Placed cells, one colour a class:
The bar under the picture is 50 um long. Fill, decap, tap and diode cells in grey.
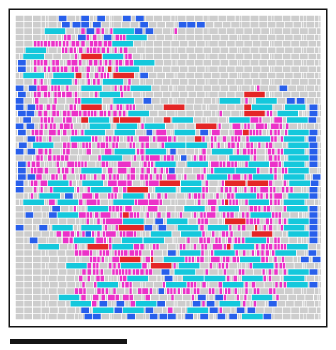
The clock network:
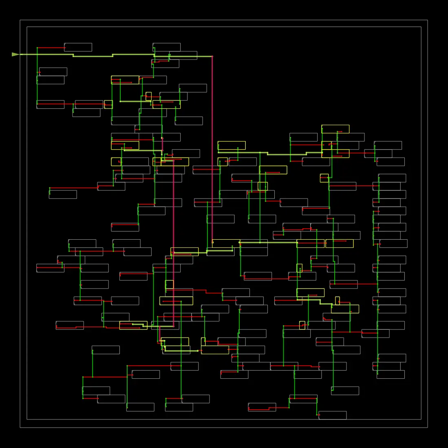
Metal 2:
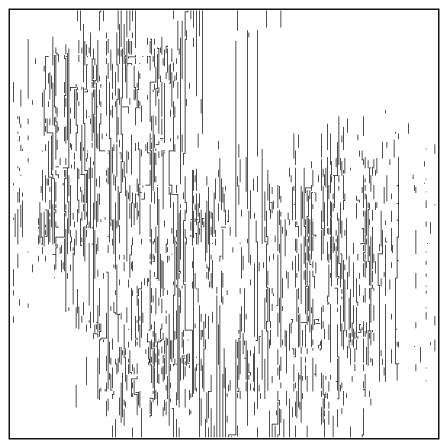
Logic cells by family:
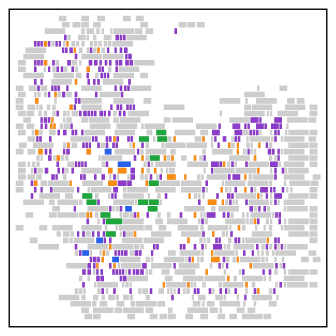
<file path="src/rtl/dmem_pkg.sv">
// Shared types for the data-memory access controller: size encodings, FSM states
// and the address/byte-count helpers used by the request capture logic.
package dmem_pkg;

  localparam int ADDR_W_DEF = 10;

  typedef enum logic [1:0] {
    SZ_BYTE = 2'b00,
    SZ_HALF = 2'b01,
    SZ_WORD = 2'b10,
    SZ_RSVD = 2'b11
  } size_e;

  typedef enum logic [1:0] {
    ST_IDLE,
    ST_ACCESS,
    ST_DRAIN,
    ST_RESP
  } state_e;

  // Index of the last byte of an access (N-1).
  function automatic logic [1:0] last_idx(input size_e s);
    case (s)
      SZ_HALF: return 2'd1;
      SZ_WORD: return 2'd3;
      default: return 2'd0;
    endcase
  endfunction

  // Low address bits that survive natural alignment for a given size.
  function automatic logic [1:0] keep_low(input size_e s);
    case (s)
      SZ_BYTE: return 2'b11;
      SZ_HALF: return 2'b10;
      default: return 2'b00;
    endcase
  endfunction

  function automatic logic misaligned(input size_e s, input logic [1:0] low);
    return |(low & ~keep_low(s));
  endfunction

endpackage

</file>
<file path="src/rtl/dmem_access_ctrl_if.sv">
// Request/response channel between the load/store stage (master) and the
// data-memory access controller (slave).
interface dmem_access_ctrl_if;

  logic        req_valid;
  logic        req_ready;
  logic        req_write;
  logic [1:0]  req_size;
  logic        req_signed;
  logic [31:0] req_addr;
  logic [31:0] req_wdata;
  logic        rsp_valid;
  logic [31:0] rsp_rdata;
  logic        rsp_fault;

  modport master (
    output req_valid, req_write, req_size, req_signed, req_addr, req_wdata,
    input  req_ready, rsp_valid, rsp_rdata, rsp_fault
  );

  modport slave (
    input  req_valid, req_write, req_size, req_signed, req_addr, req_wdata,
    output req_ready, rsp_valid, rsp_rdata, rsp_fault
  );

endinterface

</file>
<file path="src/rtl/dmem_load_extend.sv">
// Combinational sign/zero extension of the assembled load accumulator to 32 bits.
module dmem_load_extend
  import dmem_pkg::*;
(
  input  logic [31:0] acc_i,
  input  size_e       size_i,
  input  logic        signed_i,
  output logic [31:0] data_o
);

  always_comb begin
    data_o = acc_i;
    case (size_i)
      SZ_BYTE: data_o = {{24{signed_i & acc_i[7]}}, acc_i[7:0]};
      SZ_HALF: data_o = {{16{signed_i & acc_i[15]}}, acc_i[15:0]};
      default: data_o = acc_i;
    endcase
  end

endmodule

</file>
<file path="src/rtl/dmem_access_ctrl.sv">
// Byte-serial, big-endian sequencer between the load/store stage and a 1-byte-wide
// synchronous RAM. Define DMEM_ALIGN_CHECK_EN to fault misaligned half/word requests.
module dmem_access_ctrl
  import dmem_pkg::*;
#(
  parameter int ADDR_W = ADDR_W_DEF
) (
  input  logic              clk,
  input  logic              rst,
  dmem_access_ctrl_if.slave bus,
  output logic [ADDR_W-1:0] mem_addr,
  output logic              mem_we,
  output logic [7:0]        mem_wdata,
  input  logic [7:0]        mem_rdata
);

  state_e            state_q;
  logic              ready_q;
  logic [ADDR_W-1:0] base_q;
  size_e             size_q;
  logic              write_q;
  logic              signed_q;
  logic [31:0]       sdata_q;
  logic [1:0]        idx_q;
  logic [1:0]        last_q;
  logic              cap_q;
  logic [31:0]       acc_q;
  logic [31:0]       acc_d;
  logic [ADDR_W-1:0] mem_addr_q;
  logic              mem_we_q;
  logic [7:0]        mem_wdata_q;
  logic              rsp_valid_q;
  logic              rsp_fault_q;
  logic [31:0]       rsp_rdata_q;

  size_e             req_size;
  logic              hs;
  logic              req_fault;
  logic [1:0]        req_last;
  logic [ADDR_W-1:0] req_base;
  logic [4:0]        wshift;
  logic [31:0]       req_wdata_al;
  logic [31:0]       ext_data;

  assign req_size = size_e'(bus.req_size);
  assign hs       = bus.req_valid && ready_q;
  assign req_last = last_idx(req_size);
  assign req_base = {bus.req_addr[ADDR_W-1:2], bus.req_addr[1:0] & keep_low(req_size)};

`ifdef DMEM_ALIGN_CHECK_EN
  assign req_fault = (req_size == SZ_RSVD) || misaligned(req_size, bus.req_addr[1:0]);
`else
  assign req_fault = (req_size == SZ_RSVD);
`endif

  // Left-justify store data so the byte for the lowest address sits in [31:24].
  assign wshift       = {2'(2'd3 - req_last), 3'b000};
  assign req_wdata_al = bus.req_wdata << wshift;

  // The final load byte arrives during DRAIN; extend the value being captured.
  assign acc_d = cap_q ? {acc_q[23:0], mem_rdata} : acc_q;

  dmem_load_extend u_extend (
    .acc_i    (acc_d),
    .size_i   (size_q),
    .signed_i (signed_q),
    .data_o   (ext_data)
  );

  // NOTE: all state, including the RAM-facing outputs, is cleared asynchronously
  // so mem_we drops the instant rst rises, even in the middle of a store.
  always_ff @(posedge clk or posedge rst) begin
    if (rst) begin
      state_q     <= ST_IDLE;
      ready_q     <= 1'b0;
      base_q      <= '0;
      size_q      <= SZ_BYTE;
      write_q     <= 1'b0;
      signed_q    <= 1'b0;
      sdata_q     <= '0;
      idx_q       <= '0;
      last_q      <= '0;
      cap_q       <= 1'b0;
      acc_q       <= '0;
      mem_addr_q  <= '0;
      mem_we_q    <= 1'b0;
      mem_wdata_q <= '0;
      rsp_valid_q <= 1'b0;
      rsp_fault_q <= 1'b0;
      rsp_rdata_q <= '0;
    end else begin
      cap_q       <= (state_q == ST_ACCESS) && !write_q;
      acc_q       <= acc_d;
      rsp_valid_q <= 1'b0;
      rsp_fault_q <= 1'b0;
      rsp_rdata_q <= '0;

      case (state_q)
        ST_IDLE: begin
          ready_q <= 1'b1;
          if (hs) begin
            ready_q  <= 1'b0;
            base_q   <= req_base;
            size_q   <= req_size;
            write_q  <= bus.req_write;
            signed_q <= bus.req_signed;
            last_q   <= req_last;
            idx_q    <= '0;
            acc_q    <= '0;
            if (req_fault) begin
              state_q     <= ST_RESP;
              rsp_valid_q <= 1'b1;
              rsp_fault_q <= 1'b1;
            end else begin
              state_q     <= ST_ACCESS;
              mem_addr_q  <= req_base;
              mem_we_q    <= bus.req_write;
              mem_wdata_q <= bus.req_write ? req_wdata_al[31:24] : 8'h00;
              sdata_q     <= req_wdata_al << 8;
            end
          end
        end

        ST_ACCESS: begin
          if (idx_q == last_q) begin
            mem_addr_q  <= '0;
            mem_we_q    <= 1'b0;
            mem_wdata_q <= '0;
            if (write_q) begin
              state_q     <= ST_RESP;
              rsp_valid_q <= 1'b1;
            end else begin
              state_q <= ST_DRAIN;
            end
          end else begin
            idx_q       <= idx_q + 2'd1;
            mem_addr_q  <= base_q + ADDR_W'(idx_q + 2'd1);
            mem_wdata_q <= write_q ? sdata_q[31:24] : 8'h00;
            sdata_q     <= sdata_q << 8;
          end
        end

        ST_DRAIN: begin
          state_q     <= ST_RESP;
          rsp_valid_q <= 1'b1;
          rsp_rdata_q <= ext_data;
        end

        ST_RESP: begin
          state_q <= ST_IDLE;
          ready_q <= 1'b1;
        end

        default: state_q <= ST_IDLE;
      endcase
    end
  end

  assign mem_addr      = mem_addr_q;
  assign mem_we        = mem_we_q;
  assign mem_wdata     = mem_wdata_q;
  assign bus.req_ready = ready_q;
  assign bus.rsp_valid = rsp_valid_q;
  assign bus.rsp_fault = rsp_fault_q;
  assign bus.rsp_rdata = rsp_rdata_q;

endmodule
</file>
<file path="src/flat_wrapper.sv">
// flat-port wrapper written by rule: the top's interface ports become plain ports
module dmem_access_ctrl_flat import dmem_pkg::*;
#(
  parameter int ADDR_W = ADDR_W_DEF
)
  (clk, rst, mem_addr, mem_we, mem_wdata, mem_rdata, bus_req_valid, bus_req_write, bus_req_size, bus_req_signed, bus_req_addr, bus_req_wdata, bus_req_ready, bus_rsp_valid, bus_rsp_rdata, bus_rsp_fault);
  dmem_access_ctrl_if bus_i ();
  input  logic clk;
  input  logic rst;
  output logic [ADDR_W-1:0] mem_addr;
  output logic mem_we;
  output logic [7:0] mem_wdata;
  input  logic [7:0] mem_rdata;
  input wire logic [$bits(bus_i.req_valid)-1:0] bus_req_valid;
  input wire logic [$bits(bus_i.req_write)-1:0] bus_req_write;
  input wire logic [$bits(bus_i.req_size)-1:0] bus_req_size;
  input wire logic [$bits(bus_i.req_signed)-1:0] bus_req_signed;
  input wire logic [$bits(bus_i.req_addr)-1:0] bus_req_addr;
  input wire logic [$bits(bus_i.req_wdata)-1:0] bus_req_wdata;
  output wire logic [$bits(bus_i.req_ready)-1:0] bus_req_ready;
  output wire logic [$bits(bus_i.rsp_valid)-1:0] bus_rsp_valid;
  output wire logic [$bits(bus_i.rsp_rdata)-1:0] bus_rsp_rdata;
  output wire logic [$bits(bus_i.rsp_fault)-1:0] bus_rsp_fault;
  assign bus_i.req_valid = bus_req_valid;
  assign bus_i.req_write = bus_req_write;
  assign bus_i.req_size = bus_req_size;
  assign bus_i.req_signed = bus_req_signed;
  assign bus_i.req_addr = bus_req_addr;
  assign bus_i.req_wdata = bus_req_wdata;
  assign bus_req_ready = bus_i.req_ready;
  assign bus_rsp_valid = bus_i.rsp_valid;
  assign bus_rsp_rdata = bus_i.rsp_rdata;
  assign bus_rsp_fault = bus_i.rsp_fault;
  dmem_access_ctrl #(.ADDR_W(ADDR_W)) u_core (.clk(clk), .rst(rst), .bus(bus_i), .mem_addr(mem_addr), .mem_we(mem_we), .mem_wdata(mem_wdata), .mem_rdata(mem_rdata));
endmodule
</file>
<file path="config.mk">
export PLATFORM = sky130hd
export DESIGN_NAME = dmem_access_ctrl_flat
export DESIGN_NICKNAME = d
export VERILOG_FILES = /design/src/rtl/dmem_pkg.sv /design/src/rtl/dmem_access_ctrl_if.sv /design/src/rtl/dmem_load_extend.sv /design/src/rtl/dmem_access_ctrl.sv /design/src/flat_wrapper.sv
export SDC_FILE = /design/constraint.sdc
export NUM_CORES = 1
export LEC_CHECK = 0
export ABC_AREA = 1
export CAP_MARGIN = 20
export CORE_MARGIN = 2
export CORE_UTILIZATION = 40
export CTS_CLUSTER_DIAMETER = 60
export DETAILED_ROUTE_END_ITERATION = 12
export PLACE_DENSITY = 0.7
export SYNTH_ARGS = -nofsm -noshare
export SYNTH_HDL_FRONTEND = slang
export SYNTH_HIERARCHICAL = 1
export SYNTH_SLANG_ARGS = --single-unit
</file>
<file path="constraint.sdc">
create_clock -name clk -period 9.55 [get_ports clk]
set_input_delay 1.91 -clock clk [delete_from_list [all_inputs] [get_ports clk]]
set_output_delay 1.91 -clock clk [all_outputs]
set_load 0.02 [all_outputs]
</file>
==> run summary <==
yosys + openroad results -> Chip Area, Yosys=around 0.0069 mm^2, total sequential power=928 uW, CP max stage delay=slightly above 900 ps, post-layout minimum cycle time=4650 ps, Final Setup Violations=0, DR WL/cell=between 10 and 15 um, Cell area leaders=dfrtp_1, nand2_1, inv_1, Non-clk invs=approximately 150, # fillers=between 1500 and 2000, Peak Freq=~210 MHz, multi-input gate share of total cell area=32.1%, routed wl met3=just over 700 um, Resized cells post-CTS=0, Lkg Pwr=4.62 nW, clk cell area share=~6.3%, TritonCTS clock tree=done, Adder Area Share=under 10%, M2 GR Usage=29.9%, Syn Nets=995, post-CTS setup buffers=0, Max-area cell share=between 40% and 50%, clock share of power=approximately a fifth, Post-DP Area=~0.0080 mm^2, GRT busiest layer=met2, post-synth top area cell=dfrtp_1, CP Max Fanout=32, status=complete, no violations, Synth Flop Type=dfrtp_1, Sw Share=between 40% and 50%, final core occ=roughly 50%, clk_skew=approximately 7.7 ps, Area Overhead vs Synth=24.0%, Post-synth ARST share=100%, Tcrit/Tclk final=roughly half, I/O pins=around 130, Syn Inst Count=903, Total Routing Usage GR=~18%, Routed Antenna Nets=0, Commonest cells post-synth=nand2_1, inv_1, dfrtp_1, o21ai_0, nor2_1, yosys simple share=approximately a quarter, DP HPWL=a little over 10000 um, setup ws final=4900 ps
Notes on 'placed cells, one colour a class' above:
Cyan shows flip-flops, cells 131, share of their area 40%. Red shows clock drivers and dummy loads, cells 31, share of their area 6.5%. Blue shows other buffers and delay cells, cells 116, share of their area 14%. Magenta shows all other logic, cells 719, share of their area 40%.

Notes on 'the clock network' above:
P_clk: 598 uW
total CTS buffers: 17
# clk buffers: 19

Notes on 'metal 2' above:
The longest straight run is 65.1 um. 794 nets have wire on it. The layer carries 7590 um of wire. The wires run mostly vertical.

Notes on 'logic cells by family' above:
Green shows adder and majority cells, cells 13. Blue shows XOR/XNOR gates, cells 6. Orange shows NOR gates, cells 76. Purple shows NAND gates, cells 326, where widely spread.

placed cells by master (no fill, tap or decap), types with 2 or more instances in the layout:
| cell | count |
|---|---|
| nand2_1 | 271 |
| inv_1 | 144 |
| dfrtp_1 | 131 |
| clkdlybuf4s50_1 | 110 |
| o21ai_0 | 86 |
| nor2_1 | 60 |
| nand3_1 | 35 |
| a21oi_1 | 26 |
| clkbuf_16 | 17 |
| ha_1 | 12 |
| nand3_2 | 12 |
| nor3_1 | 8 |
| o211ai_1 | 7 |
| or2_2 | 7 |
| inv_2 | 6 |
| buf_4 | 6 |
| nor2_4 | 5 |
| a22o_1 | 5 |
| clkinvlp_4 | 4 |
| o21ai_1 | 4 |
| a2bb2oi_1 | 4 |
| a21boi_1 | 4 |
| clkinv_4 | 3 |
| clkinv_2 | 3 |
| nand2_2 | 3 |
| nand2_4 | 3 |
| nor2_2 | 3 |
| xor2_1 | 3 |
| clkbuf_1 | 2 |
| xnor2_1 | 2 |
| nand4_1 | 2 |
| inv_4 | 2 |
flip-flops by register name (all words and copies together), names as in the netlist:
name,flops
u_core/base_q,10
u_core/signed_q,1
u_core/last_q,2
u_core/mem_we,1
u_core/idx_q,2
u_core/bus.rsp_valid,1
u_core/sdata_q,24
u_core/bus.rsp_rdata,32
u_core/write_q,1
u_core/bus.req_ready,1
u_core/state_q,2
u_core/size_q,2
u_core/mem_addr,10
u_core/cap_q,1
u_core/acc_q,32
u_core/bus.rsp_fault,1
u_core/mem_wdata,8
worst reg2reg max path: cells and delay by family (launching register included):
family	cells	cell delay, ps
buf+inv	4	910
simple gates	3	820
flops	1	410
compound gates	2	260
fa+ha+maj	1	150
Power figures rest on the tool's default switching activity, not on a simulated workload.
